==> config.mk <==
export PLATFORM = sky130hd
export DESIGN_NAME = mac_accum_param_1
export DESIGN_NICKNAME = d
export VERILOG_FILES = /design/src/rtl/mac_accum_param_1_pkg.sv /design/src/rtl/mac_accum_param_1_mult.sv /design/src/rtl/mac_accum_param_1.sv
export SDC_FILE = /design/constraint.sdc
export NUM_CORES = 1
export LEC_CHECK = 0
export ABC_AREA = 1
export CORE_MARGIN = 4
export CORE_UTILIZATION = 40
export CTS_BUF_LIST = sky130_fd_sc_hd__clkbuf_4 sky130_fd_sc_hd__clkbuf_8
export DETAILED_ROUTE_END_ITERATION = 8
export MAX_ROUTING_LAYER = met4
export PLACE_DENSITY = 0.6
export SLEW_MARGIN = 20
export SYNTH_ARGS = -nofsm -noshare
export SYNTH_HDL_FRONTEND = slang
export SYNTH_HIERARCHICAL = 1
export SYNTH_SLANG_ARGS = --single-unit
==> constraint.sdc <==
create_clock -name clock -period 13.85 [get_ports clock]
set_input_delay 3.4625 -clock clock [delete_from_list [all_inputs] [get_ports clock]]
set_output_delay 3.4625 -clock clock [all_outputs]
set_load 0.005 [all_outputs]
==> src/rtl/mac_accum_param_1_pkg.sv <==
// Shared defaults for the MAC stage and the downstream ReLU/truncation stage.
// Both blocks import these values so their data, accumulator and phase-counter
// widths agree.
package mac_accum_param_1_pkg;

  // Q4.12 pixel and weight samples.
  localparam int unsigned MAC_DATA_WIDTH           = 16;
  // Signed accumulator and result width.
  localparam int unsigned MAC_ACCUM_DATA_WIDTH     = 32;
  // Width of the count_sload phase counter. It must be able to hold KERNEL_LEN-1.
  localparam int unsigned MAC_COUNT_SLOAD_BITWIDTH = 5;
  // Number of products in one window (5x5 kernel).
  localparam int unsigned MAC_KERNEL_LEN           = 25;

endpackage : mac_accum_param_1_pkg

==> src/rtl/mac_accum_param_1_mult.sv <==
// mult_param_1: registered signed DATA_WIDTH x DATA_WIDTH multiplier.
// It is the stage-1 product register of the MAC and maps onto a hard DSP.
// Ports:
//   clock  - rising-edge clock
//   reset  - synchronous, active-high; clears the product
//   enable - load a new product; low holds the product
//   a, b   - signed operands
//   prod   - registered full-precision signed product (2*DATA_WIDTH bits)
module mult_param_1
  import mac_accum_param_1_pkg::*;
#(
  parameter int unsigned DATA_WIDTH = MAC_DATA_WIDTH
) (
  input  logic                           clock,
  input  logic                           reset,
  input  logic                           enable,
  input  logic signed [DATA_WIDTH-1:0]   a,
  input  logic signed [DATA_WIDTH-1:0]   b,
  output logic signed [2*DATA_WIDTH-1:0] prod
);

  localparam int unsigned PROD_WIDTH = 2 * DATA_WIDTH;

  // Operands are sign-extended to the full product width, so the product never truncates.
  always_ff @(posedge clock) begin
    if (reset) begin
      prod <= '0;
    end else if (enable) begin
      prod <= PROD_WIDTH'(a) * PROD_WIDTH'(b);
    end
  end

endmodule : mult_param_1

==> src/rtl/mac_accum_param_1.sv <==
// mac_accum_param_1: streaming signed multiply-accumulate stage.
// It accepts one pixel/weight pair per enabled cycle, sums KERNEL_LEN products
// into one window, and holds that window's sum on result until the next window
// completes.
// Ports:
//   clock        - rising-edge clock
//   reset        - synchronous, active-high; has priority over enable
//   enable       - advance the pipeline; low stalls and holds all state
//   data_in      - signed pixel sample
//   weight_in    - signed weight sample
//   result       - signed sum of the last completed window
//   count_sload  - index of the sample accepted this cycle
//   result_valid - one-clock pulse when result updates
module mac_accum_param_1
  import mac_accum_param_1_pkg::*;
#(
  parameter int unsigned DATA_WIDTH           = MAC_DATA_WIDTH,
  parameter int unsigned ACCUM_DATA_WIDTH     = MAC_ACCUM_DATA_WIDTH,
  parameter int unsigned COUNT_SLOAD_BITWIDTH = MAC_COUNT_SLOAD_BITWIDTH,
  parameter int unsigned KERNEL_LEN           = MAC_KERNEL_LEN
) (
  input  logic                               clock,
  input  logic                               reset,
  input  logic                               enable,
  input  logic signed [DATA_WIDTH-1:0]       data_in,
  input  logic signed [DATA_WIDTH-1:0]       weight_in,
  output logic signed [ACCUM_DATA_WIDTH-1:0] result,
  output logic [COUNT_SLOAD_BITWIDTH-1:0]    count_sload,
  output logic                               result_valid
);

  localparam int unsigned PROD_WIDTH = 2 * DATA_WIDTH;
  localparam logic [COUNT_SLOAD_BITWIDTH-1:0] LAST_IDX =
    COUNT_SLOAD_BITWIDTH'(KERNEL_LEN - 1);

  logic signed [PROD_WIDTH-1:0]       prod_r;
  logic                               first_r;
  logic                               last_r;
  logic                               vld_r;
  logic signed [ACCUM_DATA_WIDTH-1:0] acc;
  logic signed [ACCUM_DATA_WIDTH-1:0] sum_c;

  // Stage 1 product register.
  mult_param_1 #(
    .DATA_WIDTH (DATA_WIDTH)
  ) u_mult (
    .clock  (clock),
    .reset  (reset),
    .enable (enable),
    .a      (data_in),
    .b      (weight_in),
    .prod   (prod_r)
  );

  // The first product of a window reloads the accumulator. Because of this,
  // back-to-back windows lose no cycle between them.
  always_comb begin
    sum_c = acc + ACCUM_DATA_WIDTH'(prod_r);
    if (first_r) begin
      sum_c = ACCUM_DATA_WIDTH'(prod_r);
    end
  end

  // Phase counter, stage-1 flags, and stage-2 accumulate/retire.
  always_ff @(posedge clock) begin
    if (reset) begin
      count_sload  <= '0;
      first_r      <= 1'b0;
      last_r       <= 1'b0;
      vld_r        <= 1'b0;
      acc          <= '0;
      result       <= '0;
      result_valid <= 1'b0;
    end else begin
      result_valid <= 1'b0;
      if (enable) begin
        count_sload <= (count_sload == LAST_IDX) ? '0
                                                 : count_sload + COUNT_SLOAD_BITWIDTH'(1);
        first_r     <= (count_sload == '0);
        last_r      <= (count_sload == LAST_IDX);
        vld_r       <= 1'b1;
        if (vld_r) begin
          acc <= sum_c;
          if (last_r) begin
            result       <= sum_c;
            result_valid <= 1'b1;
          end
        end
      end
    end
  end

endmodule : mac_accum_param_1
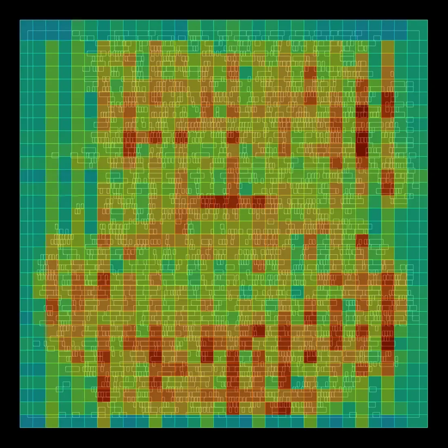
*Track usage over the die*
overall track demand over capacity in global routing: 20.2%
global-route met2 utilization: 34.1%
met3 usage: 2.23%
routed wire length per instance: 14.1 um
utilization after layout: 43.8%

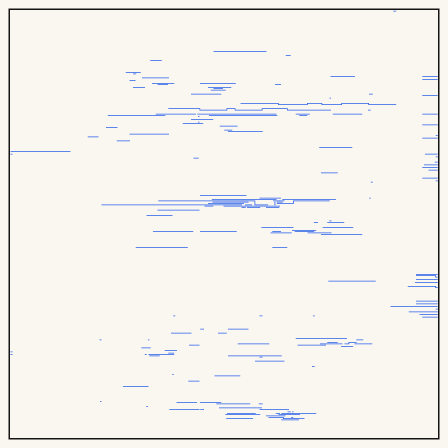
*M3 wires*
- wire length on this layer: 1880 um
- longest straight run: 71.3 um
- main direction: horizontal
- nets with wire on the layer: 135
- share of all routed wire: 4.2%
vias: 15068
Routed Wire Length: 45000 um

==> results.txt <==
Numbers from the implementation run.

Synthesis instantiated 41 different standard cells from the library. The number of buffers inserted by hold repair at cts is 0. The final cell count without fillers is 3189.

The pre-CTS setup slack is 3.93 ns. For this run, the post-layout net count is 3012. The tool warning count for the run is 27. Once placement finished, the instance area stood at 18700 um^2. Dividing the detail-routed via count by the number of cells gives 4.72.

The post-layout instance area is 19000 um^2. Counting tap cells, the placed design contains a total of 3173 instances. The synthesis report names the predominant flop master as dfxtp_1. The type of element capturing the critical path is a register. The number of input and output port buffers inserted is 72. The count of flip-flops with a built-in enable after synthesis is 0. The number of setup buffers added after CTS is 0. The fraction of registers with async set/reset is 0%. The first global-routing pass estimated 76800 um of wire. Routability-driven placement finished with a final weighted congestion of 0.928. The synthesis warning total is 6. The critical path's slowest stage uses the library cell clkdlybuf4s50_1. Per the Yosys statistics, synthesis produced 2604 cells. The number of rows created at floorplan is 76. The first detailed-routing pass ran for 8 iterations. The signal on the critical path passes through clkdlybuf4s50_1 -> nand2_1 -> inv_1 -> fa_1 -> fa_1 -> fa_1 -> fa_1 -> fa_1 -> inv_1 -> fa_1 -> inv_1 -> ha_1 -> nand2_2 -> nor2_1 -> inv_1 -> nor2_1 -> nand4_1 -> nand2_1 -> nor2_1 -> o21ai_0 -> inv_1. The CTS buffer count is 9. Per the post-route antenna check, the number of violating nets is 0.

TritonCTS built the clock tree. The beginning of the critical path is weight_in[1]. The net count after synthesis is 3017.

The main logic family after synthesis is adder cells. The number of synthesized register bits is 105. The insertion delay of the later-clocked pin in the worst-skew pair is 0.40 ns.

Sorting the Yosys area breakdown by cell type puts at the top fa_1. The most common cell in the synthesized netlist is nand2_1. Post-CTS repair changed the size of 0 cells.

The number of antenna violations at the first check in global routing is 0. Max-slew check failures listed in the final report amount to 0. Hold timing on the final database bottoms out at a slack of 0.479 ns.

On the critical path the data arrives at 9.88 ns. The launching point of the worst reg2reg path is u_mult/prod[0]. The fraction of layout cells with a size suffix above 1 is 2.61%. The number of buffers on the longest clock path is 2. The overall die size recorded for this design is 47500 um^2. The clock-pin slew on the worst setup and hold paths is 0.12 ns. The DRC marker count from the first detailed-route iteration is 981. The height of the die is 218 um. The type of the worst min-delay path is register to register. The required time at the worst endpoint is listed as 14.14 ns. Yosys reports a chip area of 17600 um^2. By startpoint and endpoint, the worst setup path is classified as input port to register. The worst reg-to-reg setup slack is 11.45 ns. The number of clock sinks seen by CTS is 105. The run finished with clean final reports.

The length in cells of the worst reg-to-reg path is 12. The number of setup violations in the final report is 0. The cell that appears most often on the critical path is fa_1. The kind of launch point of the worst setup path is an input port. The die span in x is 218 um. The number of max-capacitance violations reported is 0. The maximum level of the CTS H-tree is 3. The maximum fanout along the worst path is 16.
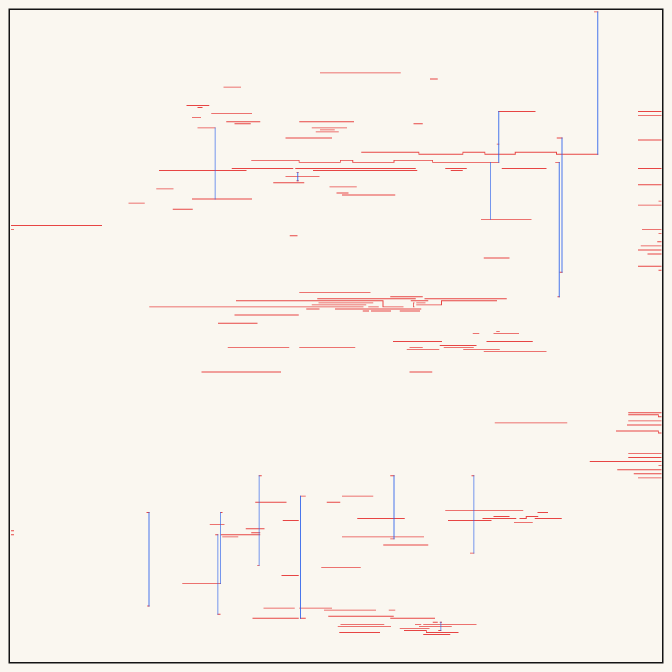
*Routed metal, one color a layer*
Two of the layers only.
- metal 4: blue (wire length 402 um)
- metal 3: red (wire length 1880 um)

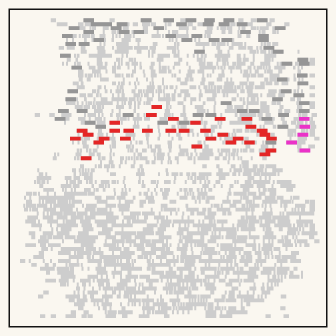
*Sequential cells colored by netlist name*
- u_mult/prod: red (flops 32)
- count_sload: magenta (flops 5; where right middle)
sequential portion of the cell area: 11.1%
flip-flop and latch area: 2100 um^2

how the worst min path moves through the flow:
| stage | start | to | slack, ns | depth (start not counted) |
|---|---|---|---|---|
| final | last_r | last_r | 0.48 | 2 |
| after global routing | last_r | last_r | 0.51 | 2 |
| after CTS | last_r | last_r | 0.48 | 2 |
| after detailed placement | last_r | last_r | 0.47 | 2 |
| after global placement | last_r | last_r | 0.46 | 2 |
| after floorplan | last_r | last_r | 0.44 | 2 |
worst max-delay path: cells and delay by family:
family	cells	cell delay [ns]
AND-OR/OR-AND	1	0.15
adder cells (fa/ha/maj)	7	3.74
buffers and inverters	6	1.33
AND/OR/NAND/NOR	7	1.15
state kept, by name, indices dropped and copies added, names as in the netlist:
signal / flops
vld_r: 1
acc: 32
count_sload: 5
first_r: 1
result: 32
last_r: 1
u_mult/prod: 32
result_valid: 1
layer usage:
layer	wire length [um]	GRT usage [%]	up-vias
met4	401	2.21	0
met1	21000	27.4	7221
met2	21700	34.1	298
met3	1880	2.23	31
li1	-	-	7518
met5	0	-	-
cells in the final DEF (no fill, tap or decap), drive strengths merged, types with 11 or more instances in the layout:
master,n
o21a,22
o21bai,11
inv,699
nor3,15
a21oi,55
nand2,746
ha,115
xor2,19
clkdlybuf4s50,70
nand3,137
o21ai,54
nand4,13
nor2,223
dfxtp,105
fa,263
layout make-up:
| cell class | instances | area (um^2) |
|---|---|---|
| Clock inverter | 7 | 92.6 |
| Sequential cell | 105 | 2100 |
| Clock buffer | 9 | 124 |
| Fill cell | 4589 | 24300 |
| Tap cell | 585 | 732 |
| Multi-Input combinational cell | 1709 | 12500 |
| Inverter | 695 | 2610 |
| Timing Repair Buffer | 79 | 763 |
